### config.mk
export PLATFORM = sky130hd
export DESIGN_NAME = threshold_sequencer
export DESIGN_NICKNAME = d
export VERILOG_FILES = /design/src/rtl/threshold_sequencer.sv
export SDC_FILE = /design/constraint.sdc
export NUM_CORES = 1
export LEC_CHECK = 0
export ABC_AREA = 1
export ABC_CLOCK_PERIOD_IN_PS = 1450
export CORE_MARGIN = 3
export CORE_UTILIZATION = 44
export CTS_CLUSTER_SIZE = 28
export DETAILED_ROUTE_END_ITERATION = 16
export GPL_TIMING_DRIVEN = 0
export PLACE_DENSITY = 0.79
export SETUP_SLACK_MARGIN = 0.02
export SLEW_MARGIN = 20
export SYNTH_ARGS = -nofsm -noshare
export SYNTH_HDL_FRONTEND = slang
export SYNTH_SLANG_ARGS = --single-unit
### constraint.sdc
create_clock -name clk -period 1.45 [get_ports clk]
set_input_delay 0.145 -clock clk [delete_from_list [all_inputs] [get_ports clk]]
set_output_delay 0.145 -clock clk [all_outputs]
set_load 0.02 [all_outputs]
### src/rtl/threshold_sequencer.sv
// Threshold sequencer: binarizes NUM_WORDS memory words in place; read-to-write latency 2, done N+3 cycles after start.
// No backpressure (one word per cycle, abort flushes); define THRESH_COUNT_EN to add the fg_count foreground pixel counter.
module threshold_sequencer #(
  parameter int unsigned NUM_WORDS = 76800,
  parameter int unsigned ADDR_W    = 17
) (
  input  logic              clk,
  input  logic              rst_n,
  input  logic              start,
  input  logic              abort,
  input  logic [7:0]        thresh,
  output logic [ADDR_W-1:0] mem_addr_a,
  input  logic [31:0]       mem_dout_a,
  output logic [ADDR_W-1:0] mem_addr_b,
  output logic [31:0]       mem_din_b,
  output logic              mem_we_b,
  output logic              busy,
  output logic              done
`ifdef THRESH_COUNT_EN
  ,
  output logic [18:0]       fg_count
`endif
);

  typedef enum logic [1:0] {
    S_IDLE  = 2'd0,
    S_RUN   = 2'd1,
    S_DRAIN = 2'd2
  } state_t;

  localparam logic [ADDR_W-1:0] LAST_ADDR = ADDR_W'(NUM_WORDS - 1);

  state_t            state_q, state_d;
  logic [ADDR_W-1:0] cnt_q, cnt_d;
  logic              drain_q, drain_d;
  logic [7:0]        thr_q, thr_d;
  logic              rd_vld_q, rd_vld_d;
  logic [ADDR_W-1:0] rd_addr_q, rd_addr_d;
  logic              we_q, we_d;
  logic [ADDR_W-1:0] wr_addr_q, wr_addr_d;
  logic [31:0]       wr_dat_q, wr_dat_d;
  logic              done_q, done_d;
  logic              abort_hit;
  logic [31:0]       bin_word;
  logic [2:0]        pix_hits;

  // Each byte of the word currently on the read port is compared against the latched threshold.
  always_comb begin
    bin_word = '0;
    pix_hits = '0;
    for (int i = 0; i < 4; i++) begin
      if (mem_dout_a[8*i +: 8] >= thr_q) begin
        bin_word[8*i +: 8] = 8'hFF;
        pix_hits           = pix_hits + 3'd1;
      end
    end
  end

  assign abort_hit = abort && (state_q != S_IDLE);

  always_comb begin
    state_d    = state_q;
    cnt_d      = cnt_q;
    drain_d    = drain_q;
    thr_d      = thr_q;
    rd_vld_d   = 1'b0;
    rd_addr_d  = rd_addr_q;
    we_d       = 1'b0;
    wr_addr_d  = wr_addr_q;
    wr_dat_d   = wr_dat_q;
    done_d     = 1'b0;
    mem_addr_a = '0;

    case (state_q)
      S_IDLE: begin
        if (start) begin
          thr_d   = thresh;
          cnt_d   = '0;
          state_d = S_RUN;
        end
      end
      S_RUN: begin
        mem_addr_a = cnt_q;
        if (abort) begin
          cnt_d   = '0;
          state_d = S_IDLE;
        end else begin
          rd_vld_d  = 1'b1;
          rd_addr_d = cnt_q;
          if (cnt_q == LAST_ADDR) begin
            cnt_d   = '0;
            drain_d = 1'b0;
            state_d = S_DRAIN;
          end else begin
            cnt_d = cnt_q + ADDR_W'(1);
          end
        end
      end
      S_DRAIN: begin
        if (abort) begin
          drain_d = 1'b0;
          state_d = S_IDLE;
        end else if (drain_q) begin
          drain_d = 1'b0;
          done_d  = 1'b1;
          state_d = S_IDLE;
        end else begin
          drain_d = 1'b1;
        end
      end
      default: begin
        state_d = S_IDLE;
      end
    endcase

    // Data for the address issued last cycle is on mem_dout_a now; register it as the write.
    if (rd_vld_q && !abort_hit) begin
      we_d      = 1'b1;
      wr_addr_d = rd_addr_q;
      wr_dat_d  = bin_word;
    end
  end

  always_ff @(posedge clk or negedge rst_n) begin
    if (!rst_n) begin
      state_q   <= S_IDLE;
      cnt_q     <= '0;
      drain_q   <= 1'b0;
      thr_q     <= '0;
      rd_vld_q  <= 1'b0;
      rd_addr_q <= '0;
      we_q      <= 1'b0;
      wr_addr_q <= '0;
      wr_dat_q  <= '0;
      done_q    <= 1'b0;
    end else begin
      state_q   <= state_d;
      cnt_q     <= cnt_d;
      drain_q   <= drain_d;
      thr_q     <= thr_d;
      rd_vld_q  <= rd_vld_d;
      rd_addr_q <= rd_addr_d;
      we_q      <= we_d;
      wr_addr_q <= wr_addr_d;
      wr_dat_q  <= wr_dat_d;
      done_q    <= done_d;
    end
  end

  assign mem_we_b   = we_q;
  assign mem_addr_b = wr_addr_q;
  assign mem_din_b  = wr_dat_q;
  assign busy       = (state_q != S_IDLE);
  assign done       = done_q;

`ifdef THRESH_COUNT_EN
  logic [18:0] fg_q, fg_d;

  // Counted when the write is registered, so an abort keeps exactly the pixels that reached memory.
  always_comb begin
    fg_d = fg_q;
    if ((state_q == S_IDLE) && start) begin
      fg_d = '0;
    end else if (we_d) begin
      fg_d = fg_q + 19'(pix_hits);
    end
  end

  always_ff @(posedge clk or negedge rst_n) begin
    if (!rst_n) begin
      fg_q <= '0;
    end else begin
      fg_q <= fg_d;
    end
  end

  assign fg_count = fg_q;
`endif

endmodule
Figure 1. Routing congestion map (run 1).
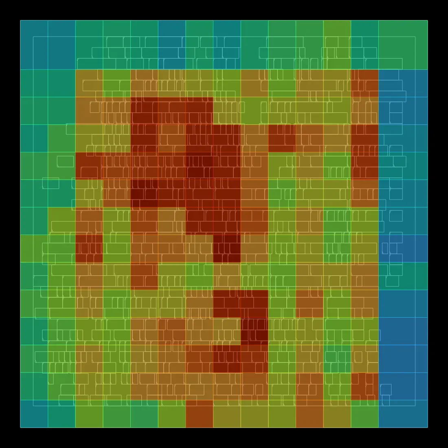
DR WL/cell: 15.66 um
GR peak layer: met2
Final Core Density: 70.26%
GRT Resource Usage Total: 23.28%

Figure 2. Cells coloured by class (run 1).
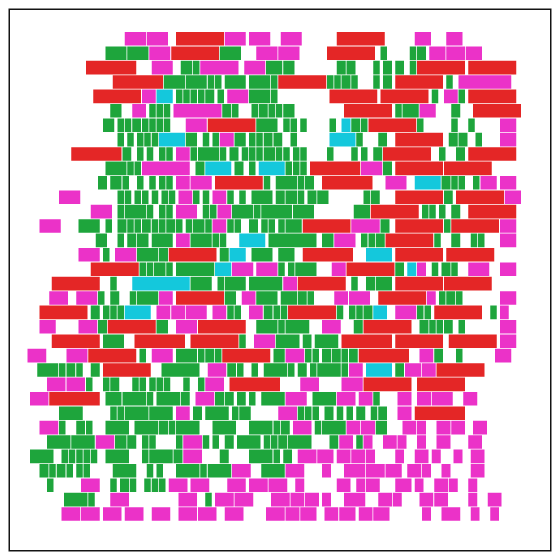
Key: cyan = clock drivers and dummy loads [cells 16, share of their area 3.3%]; magenta = other buffers and delay cells [cells 195, share of their area 29%]; red = flops [cells 69, share of their area 29%]; green = combinational and other logic [cells 423, share of their area 39%]
flop share of the area: 28.01%
area of the core: 8848 um^2
fin area: 6217 um^2
Row Count: 34

Figure 3. Signal wires by layer (run 1).
The bar under the picture is 20 um long.
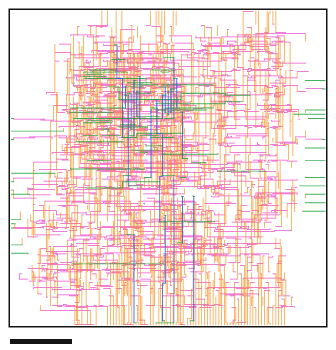
Key: magenta = metal 1 [wire length 4990 um]; green = metal 3 [wire length 728 um]; orange = metal 2 [wire length 6550 um]; blue = metal 4 [wire length 426 um]

==> flow_metrics.py, run 1 <==
# Synthesis and PnR figures
metrics = {
    "final_timing": {
        "tns_ns": -2.672,
        "whs_ns": 0.2015,
        "period_used_pct": 109.5,
        "hold_viol": 0,
        "setup_violations": 45,
        "fin_crit_ns": 1.587,
        "drv_slew": 0,
        "max-slew-margin-rel_pct": 76.70,
        "worstMarginPinSlew_ns": 0.3495,
        "worst_slack_ns": -0.1372,
        "max_freq_ghz": 0.6300,
    },
    "layout": {
        "instances_no_fill": 811,
        "most-common-layout-cells": "nand2_1 (118), inv_1 (69), buf_4 (57), dfrtp_1 (57)",
        "ff_latch_area_um2": 1742,
        "area_growth_syn_to_layout_pct": 53.32,
        "drive_gt1_share_pct": 31.58,
        "num_antenna_cells": 0,
        "num-fill-cells": 692,
    },
    "route": {
        "vias": 4115,
        "drt-vias-per-instance": 5.074,
        "wl_mm": 12.70,
        "ant_nets": 0,
        "drt-pass1-iter-count": 5,
    },
    "power_and_ir_drop": {
        "power_w": 0.007129,
        "leakage_nw": 3.040,
        "powerDensity_nw_per_um2": 1147,
        "vdd_drop_max_v": 0.0005690,
    },
    "worst_setup_path": {
        "crit_path_end_kind": "register",
        "path_cells": "inv_2, buf_4, buf_6, nand2_8, nor2_4, inv_2, nor2_4, nor2_4, buf_6, nor2_1",
        "crit_top_cell": "nor2_4",
    },
    "logic_synthesis": {
        "ys_seq_elements": 69,
        "top_cells_by_area": "dfrtp_1 (43%), nand2_1 (12%), ha_1 (10%)",
        "synth-warning-count": 0,
        "ys_chip_area_um2": 4055,
    },
    "placed_design": {
        "place_inst": 753,
        "io_buffer_count": 112,
        "pre_cts_ws_ns": -0.3403,
        "dp_hpwl_mm": 8.511,
    },
    "run_status": {
        "status": "complete, but fails checks",
        "violations": "setup timing",
    },
    "min_path": {
        "hp-class": "input port to async pin",
    },
    "global_route": {
        "grt_pass1_vias": 3898,
        "grt_pass1_wl_mm": 18.93,
    },
    "clocking": {
        "cts_tree": "built",
        "cts_buffers": 9,
        "clock.latency.late_pin_ns": 0.36,
        "clk_pin_slew_ns": 0.08,
    },
}
run 1: report_power, final:
group	switching, W	internal [W]	total [W]
Clock	0.000792	0.000802	0.00159
Sequential	0.000151	0.00211	0.00226
Combinational	0.00174	0.00153	0.00327
run 1: layout make-up:
type / count / area share [%]
tap: 108 / 2.173
sequential: 69 / 28.01
clock buffer: 9 / 1.992
multi-input combinational: 346 / 33.63
timing repair buffer: 154 / 22.60
inverter: 77 / 4.649
clock inverter: 7 / 1.187
buffer: 41 / 5.756
run 1: registers in the layout (all words and copies together) (netlist names):
signal / flops
rd_addr_q: 17
mem_we_b: 1
state_q: 2
rd_vld_q: 1
drain_q: 1
thr_q: 8
mem_din_b: 4
done: 1
mem_addr_b: 17
cnt_q: 17
run 1: synth_stat cells:
cell type,number
buf_4,31
nand2_1,125
buf_6,1
dfrtp_1,69
a21oi_1,24
nand2_2,2
nand4_1,2
nor2_2,4
nor2_4,1
nand3_1,18
clkbuf_1,3
o21ai_1,3
nor3_1,2
o21ai_0,49
nor2_1,78
mux2_2,1
xor2_1,3
buf_2,6
ha_1,33
inv_1,77
run 1: per-layer routing:
| layer | track usage (%) | share of wire (%) |
|---|---|---|
| met1 | 29.28 | 39 |
| met2 | 40.13 | 52 |
| met3 | 5.666 | 5.7 |
| met4 | 6.155 | 3.4 |
| met5 | 0 | 0 |
run 1: final timing paths:
| kind | start | endpoint | slack, ns | depth (start not counted) |
|---|---|---|---|---|
| min | rst_n | mem_addr_b[7]$_DFFE_PN0P_ | 0.20 | 2 |
| max in group asynchronous | rst_n | state_q[0]$_DFFE_PN0P_ | 0.70 | 3 |
| min reg2reg | mem_addr_b[4]$_DFFE_PN0P_ | mem_addr_b[4]$_DFFE_PN0P_ | 0.48 | 2 |
| max | state_q[1]$_DFFE_PN0P_ | cnt_q[2]$_DFFE_PN0P_ | -0.14 | 10 |
| min in group clk | thresh[2] | thr_q[2]$_DFFE_PN0P_ | 0.36 | 3 |
| max reg2reg | state_q[1]$_DFFE_PN0P_ | cnt_q[2]$_DFFE_PN0P_ | -0.14 | 10 |
run 1: repair_timing:
action,CTS,global route
gates cloned,3,3
pin swaps,2,12
hold endpoints to repair,69,0
hold buffers,1,0
endpoints found under the setup margin,107,85
gates resized,286,113
setup buffers,22,14
run 1: cell families (layout without fill, tap and decap cells):
logic type | count (synthesis) | in the layout | synth area share (%)
adders and majority gates | 33 | 33 | 10.18
buffers and inverters | 118 | 288 | 14.16
AOI/OAI and AO/OA | 76 | 76 | 9.380
DFF | 69 | 69 | 42.58
muxes | 1 | 1 | 0.2777
and+or+nand+nor | 232 | 233 | 22.77
xor gates and xnor gates | 3 | 3 | 0.6481
run 1: critical path: cells and delay by family, from the launching register on:
family | cells | cell delay, ns
buffers and inverters | 5 | 0.56
flip-flops | 1 | 0.40
AND/OR/NAND/NOR | 5 | 0.55
==> run 2: changes to the inputs <==
- PLACE_DENSITY: 0.79 -> unset
- PLACE_DENSITY_LB_ADDON: unset -> 0.1
==> run 2 against run 1 <==
Against the previous run:
- non-clock buffer count down 5
- sequential share of layout area up 0.77 points
- setup slack better by 0.010 ns
- worst hold slack better by 0.046 ns
- the run still ends with setup timing left
- sequential cell count unchanged
- via count down 4.4%
- clock power up about 10%
- final area down 2.8%
- register-to-register slack better by 0.097 ns
- fmax up 0.64%
- critical path depth down 4
- area after synthesis unchanged
==> flow_metrics.py, run 2 <==
# Synthesis and PnR figures
metrics = {
    "final_timing": {
        "worst_slack_ns": -0.1272,
        "setup_violations": 21,
        "fin_crit_ns": 1.577,
        "worstMarginPinSlew_ns": 0.3573,
        "max_freq_ghz": 0.6341,
        "hold_viol": 0,
        "period_used_pct": 108.8,
    },
    "clocking": {
        "clk_pin_slew_ns": 0.07,
        "cts_buffers": 9,
    },
    "worst_setup_path": {
        "rrSetupSlack_ns": -0.04,
        "cp_num_buf_inv": 4,
        "critPathCapture": "mem_addr_a[10]",
        "path_cells": "inv_2, nand2_4, buf_8, buf_6, nor2_4, buf_6",
        "crit_top_cell": "buf_6",
        "rr_worst_depth": 8,
        "path_delay_family": "buffers and inverters",
        "path_depth": 6,
        "cp-startpoint": "state_q[1]$_DFFE_PN0P_",
    },
    "layout": {
        "area_growth_syn_to_layout_pct": 49.09,
        "num-fill-cells": 736,
        "num_antenna_cells": 0,
    },
    "logic_synthesis": {
        "edf_count": 0,
        "simple_gate_area_share_pct": 22.77,
        "xor_area_share_pct": 0.6479,
        "ys_seq_elements": 69,
        "top_cells_by_area": "dfrtp_1 (43%), nand2_1 (12%), ha_1 (10%)",
        "mux_share_pct": 0.2777,
        "ys_top_logic_family": "simple AND/OR/NAND/NOR gates",
        "async_flop_share_pct": 100.0,
        "top_cells_by_count": "nand2_1 (125), nor2_1 (78), inv_1 (77)",
        "synth-warning-count": 0,
        "ys_chip_area_um2": 4055,
    },
    "placed_design": {
        "io_buffer_count": 112,
        "place_inst": 753,
    },
    "floorplan": {
        "fp.coreArea_um2": 8848,
        "rows": 34,
    },
    "route": {
        "drt-pass1-iter-count": 4,
        "top_layer": "met4",
        "dr_wl_met3_um": 787,
        "ant_nets": 0,
    },
    "power_and_ir_drop": {
        "leakage_nw": 3.010,
        "vdd_drop_max_v": 0.0009128,
    },
    "global_route": {
        "grt_pass1_wl_mm": 17.23,
    },
    "min_path": {
        "hp-class": "input port to async pin",
    },
    "run_status": {
        "violations": "setup timing",
        "status": "complete, but fails checks",
    },
}
==> run 2: cell counts after synthesis <==
Identical to the previous run, type by type.
==> run 2: stage by stage <==
stage | TNS [ns] | utilization (%) | total power, W
finish | -1.012 | 68.33 | 0.007120
global route | -2.694 | 68.33 | 0.007547
CTS | -1.471 | 64.73 | 0.006838
detailed placement | -7.905 | 60.31 | 0.005221
global placement | -149.23 | 60.03 | 0.005145
floorplan | 0 | - | 0.003972
==> run 2: power breakdown <==
part / leakage (nW) / internal, W / total (W) / switching, W
logic: 2.00 / 0.00151 / 0.00316 / 0.00165
clock network: 0.106 / 0.00102 / 0.00176 / 0.000737
registers: 0.906 / 0.00211 / 0.00221 / 0.0000986
total: 3.01 / 0.00463 / 0.00712 / 0.00249
==> run 2: worst reg2reg max path, delay by kind of cell (launching register included) <==
kind	cells	cell delay (ns)
flops	1	0.41
simple gates	4	0.31
compound gates	1	0.09
buf+inv	3	0.62
==> run 2: kinds of logic (layout without fill, tap and decap cells) <==
logic type,after synthesis,in the layout
and+or+nand+nor,232,233
buffers and inverters,118,283
AOI/OAI and AO/OA,76,76
DFF,69,69
adders and majority gates,33,33
xor gates and xnor gates,3,3
muxes,1,1
==> run 2: cell type report <==
type                            instances  share of cell area, %
Multi-Input combinational cell        346                  32.70
Sequential cell                        69                  28.79
Timing Repair Buffer                  149                  22.21
Buffer                                 41                  5.526
Inverter                               77                  4.822
Clock buffer                           11                  2.339
Tap cell                              108                  2.235
Clock inverter                          5                  1.387
==> run 2: timing repair <==
item                                    4_1_cts  5_1_grt
endpoints found under the setup margin      104      112
cloned                                        3        1
pin swaps                                     7       14
buffers inserted                             13       19
gates resized                               186      126
endpoints found under the hold margin        22        0
hold buffers                                  1        0
==> run 2: per-layer routing <==
metal / up-vias / GRT usage, %
li1: 1959 / -
met1: 1783 / 29.11
met2: 168 / 33.93
met3: 22 / 4.300
met4: 0 / 5.348
met5: - / 0
==> run 2: worst min path at each step <==
stage | start | to | slack [ns]
after floorplan | rst_n | cnt_q[0]$_DFFE_PN0P_ | -0.15
after global placement | mem_addr_b[11]$_DFFE_PN0P_ | mem_addr_b[11]$_DFFE_PN0P_ | 0.47
after detailed placement | rst_n | mem_din_b[15]$_DFFE_PN0P_ | 0.06
after CTS | rst_n | mem_we_b$_DFF_PN0_ | 0.25
after global routing | rst_n | mem_addr_b[14]$_DFFE_PN0P_ | 0.28
final | rst_n | mem_we_b$_DFF_PN0_ | 0.25
Figure 4. Routing congestion map (run 2).
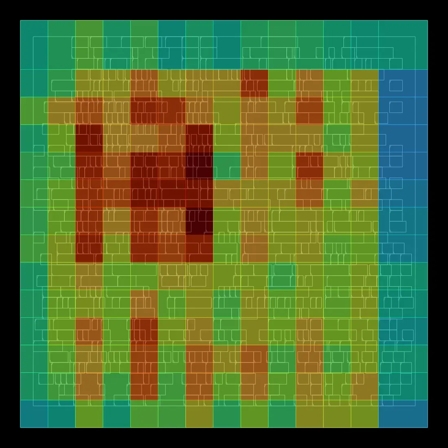
grt met2 use: 33.93%
DR WL/cell: 13.84 um
GRT Resource Usage Total: 21.03%

Figure 5. Cells coloured by class (run 2).
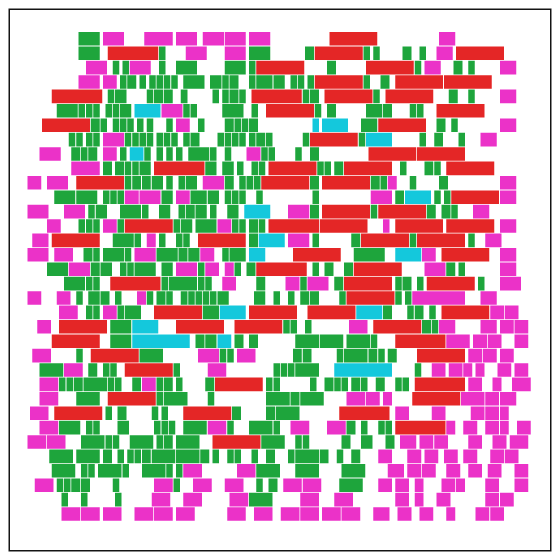
Key: cyan = clock drivers and dummy loads [cells 16, share of their area 3.8%]; magenta = other buffers and delay cells [cells 190, share of their area 28%]; red = flops [cells 69, share of their area 29%]; green = combinational and other logic [cells 423, share of their area 38%]
fin area: 6046 um^2
flop share of the area: 28.79%
Final Core Density: 68.33%

==> run 3: changes to the inputs <==
- TNS_END_PERCENT: unset -> 1
==> run 3 against run 2 <==
Against the previous run:
- the flow still finishes with violations (setup timing)
- non-clock buffer count down 28
- power down 3.2%
- worst hold slack better by 0.0028 ns
- clock skew up 0.0020 ns
- combinational power down about 10%
- global-route usage down 0.78 points
- register-to-register slack worse by 0.06 ns
- sequential power up 5%
==> flow_metrics.py, run 3 <==
# Synthesis and PnR figures
metrics = {
    "route": {
        "drt-pass1-iter-count": 4,
        "ant_nets": 0,
        "wl_per_cell_um": 13.28,
    },
    "worst_setup_path": {
        "cp_num_buf_inv": 1,
        "path_cells": "ha_4, nand2_4, nor2_2, nand2_1, nor2_2, nor2_4, nor2_4, buf_6, nor2_1",
        "path_delay_family": "simple AND/OR/NAND/NOR gates",
        "worstSetupStartpointType": "register",
    },
    "power_and_ir_drop": {
        "power_w": 0.006892,
        "power.share.sequential_pct": 33.5,
        "clkPwrFrac_pct": 25.5,
        "pwr-share-comb_pct": 41.0,
        "p_sw_w": 0.002386,
        "leakage_nw": 2.846,
        "vdd_drop_max_v": 0.0009027,
        "switching_share_pct": 34.61,
        "p_int_w": 0.004507,
    },
    "logic_synthesis": {
        "synth-warning-count": 0,
        "top_cells_by_area": "dfrtp_1 (43%), nand2_1 (12%), ha_1 (10%)",
        "top_cells_by_count": "nand2_1 (125), nor2_1 (78), inv_1 (77)",
        "ys_chip_area_um2": 4055,
        "flop_cell": "dfrtp_1",
        "edf_count": 0,
        "ys_seq_elements": 69,
        "async_flop_share_pct": 100.0,
    },
    "floorplan": {
        "die_x_um": 102,
        "die-area_um2": 10400,
        "fp.coreArea_um2": 8848,
        "rows": 34,
    },
    "global_route": {
        "grt_pass1_wl_mm": 16.55,
        "antenna_found_initial": 0,
    },
    "final_timing": {
        "drv_slew": 0,
        "period_used_pct": 106.8,
        "setup_violations": 20,
        "worstMarginPinSlew_ns": 0.3519,
        "fin_crit_ns": 1.548,
        "worst_slack_ns": -0.09789,
        "max_freq_ghz": 0.6460,
        "rsz0062_at_grt": "true",
        "hold_viol": 0,
    },
    "clocking": {
        "cts_buffers": 9,
        "cts.sinks": 69,
        "clk_pin_slew_ns": 0.07,
        "cts_root_buf": "clkbuf_8",
    },
    "run_status": {
        "status": "complete, but fails checks",
        "violations": "setup timing",
    },
    "min_path": {
        "hp-class": "input port to async pin",
    },
    "layout": {
        "area_growth_syn_to_layout_pct": 38.54,
        "num_antenna_cells": 0,
        "drive_gt1_share_pct": 22.57,
    },
    "placed_design": {
        "io_buffer_count": 112,
    },
}
run 3: cell counts after synthesis:
Identical to the previous run, type by type.
run 3: final cells by class:
| type | count | area, um^2 |
|---|---|---|
| multi-input cells | 345 | 1842 |
| clock buffers | 11 | 141.4 |
| clock inverters | 5 | 83.83 |
| fillers | 803 | 3231 |
| inverters | 77 | 289.0 |
| well taps | 108 | 135.1 |
| flip-flops and latches | 69 | 1740 |
| plain buffers | 41 | 309.0 |
| repair buffers | 121 | 1077 |
run 3: per-stage QoR:
stage	TNS [ns]	setup WS (ns)	instances
floorplan	0	0.08354	532
global placement	-149.23	-2.055	752
detailed placement	-7.905	-0.3111	753
CTS	-1.958	-0.1396	770
global route	-2.497	-0.1712	777
finish	-0.9288	-0.09789	777
run 3: per-layer routing:
layer  global-route usage (%)  wire length (um)  vias to the layer above
met5                        0                 0                        -
met4                    4.238                80                        0
met3                    4.232               611                        8
met2                    33.18              4891                      110
met1                    27.94              4737                     1655
li1                         -                 -                     1898
run 3: logic make-up after synthesis:
group                    count (synthesis)  share of synthesized area (%)
AND/OR/NAND/NOR                        232                          22.77
buffers and inverters                  118                          14.16
AND-OR/OR-AND                           76                          9.380
flip-flops                              69                          42.58
adder cells (fa/ha/maj)                 33                          10.18
XOR/XNOR                                 3                         0.6481
multiplexers                             1                         0.2777
run 3: worst reg2reg max path: cells and delay by family (launching register included):
family	cells	cell delay [ns]
AND/OR/NAND/NOR	7	0.72
buffers and inverters	1	0.14
adder cells (fa/ha/maj)	1	0.17
flip-flops	1	0.42
run 3: path summary, 6_finish.rpt:
check / from / to / slack (ns) / depth (start not counted)
max: cnt_q[1]$_DFFE_PN0P_ / cnt_q[2]$_DFFE_PN0P_ / -0.1 / 9
min: rst_n / mem_we_b$_DFF_PN0_ / 0.25 / 2
max reg2reg: cnt_q[1]$_DFFE_PN0P_ / cnt_q[2]$_DFFE_PN0P_ / -0.1 / 9
min reg2reg: mem_addr_b[7]$_DFFE_PN0P_ / mem_addr_b[7]$_DFFE_PN0P_ / 0.48 / 2
max in group asynchronous: rst_n / cnt_q[5]$_DFFE_PN0P_ / 0.65 / 3
min in group clk: thresh[7] / thr_q[7]$_DFFE_PN0P_ / 0.39 / 3
run 3: power by group through the flow:
stage / logic [W] / registers (W) / clock network (W)
6_report: 0.00283 / 0.00231 / 0.00175
5_1_grt: 0.00309 / 0.00236 / 0.00187
4_1_cts: 0.00273 / 0.00230 / 0.00179
3_5_place_dp: 0.00289 / 0.00233 / 0
3_3_place_gp: 0.00283 / 0.00232 / 0
2_1_floorplan: 0.00159 / 0.00238 / 0
run 3: timing repair:
item | in CTS | in global routing
cloned | 0 | 1
setup buffers | 0 | 6
setup endpoints to repair | 104 | 71
resized | 145 | 53
endpoints found under the hold margin | 22 | 0
hold buffers | 1 | 0
pin swaps | 3 | 4
Figure 6. Routing congestion map (run 3).
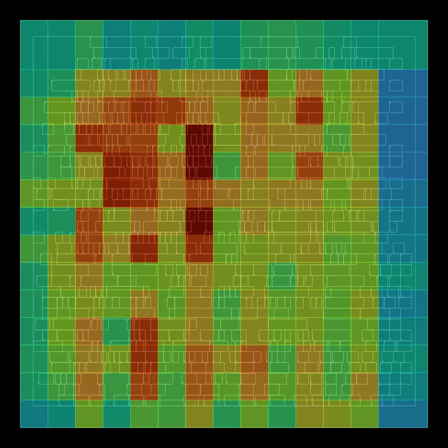
GRT Resource Usage Total: 20.25%
M3 GR Usage: 4.232%

Figure 7. Cells coloured by class (run 3).
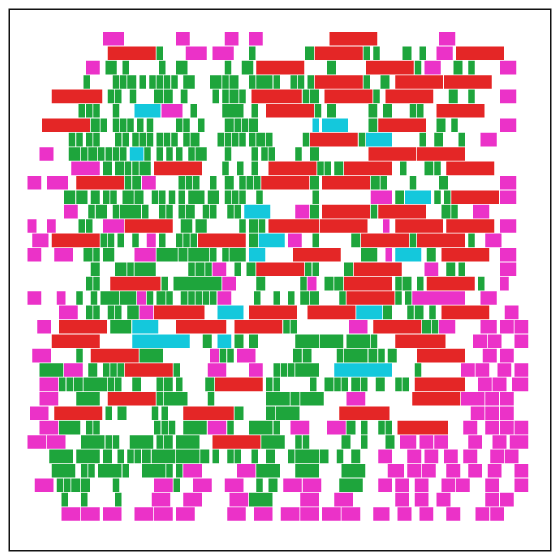
Key: green = combinational and other logic [cells 422, share of their area 39%]; red = flops [cells 69, share of their area 32%]; cyan = clock drivers and dummy loads [cells 16, share of their area 4.1%]; magenta = other buffers and delay cells [cells 162, share of their area 25%]
fin area: 5618 um^2
Final Core Density: 63.49%
flop share of the area: 30.98%

Power is estimated from default activity; no workload was simulated.
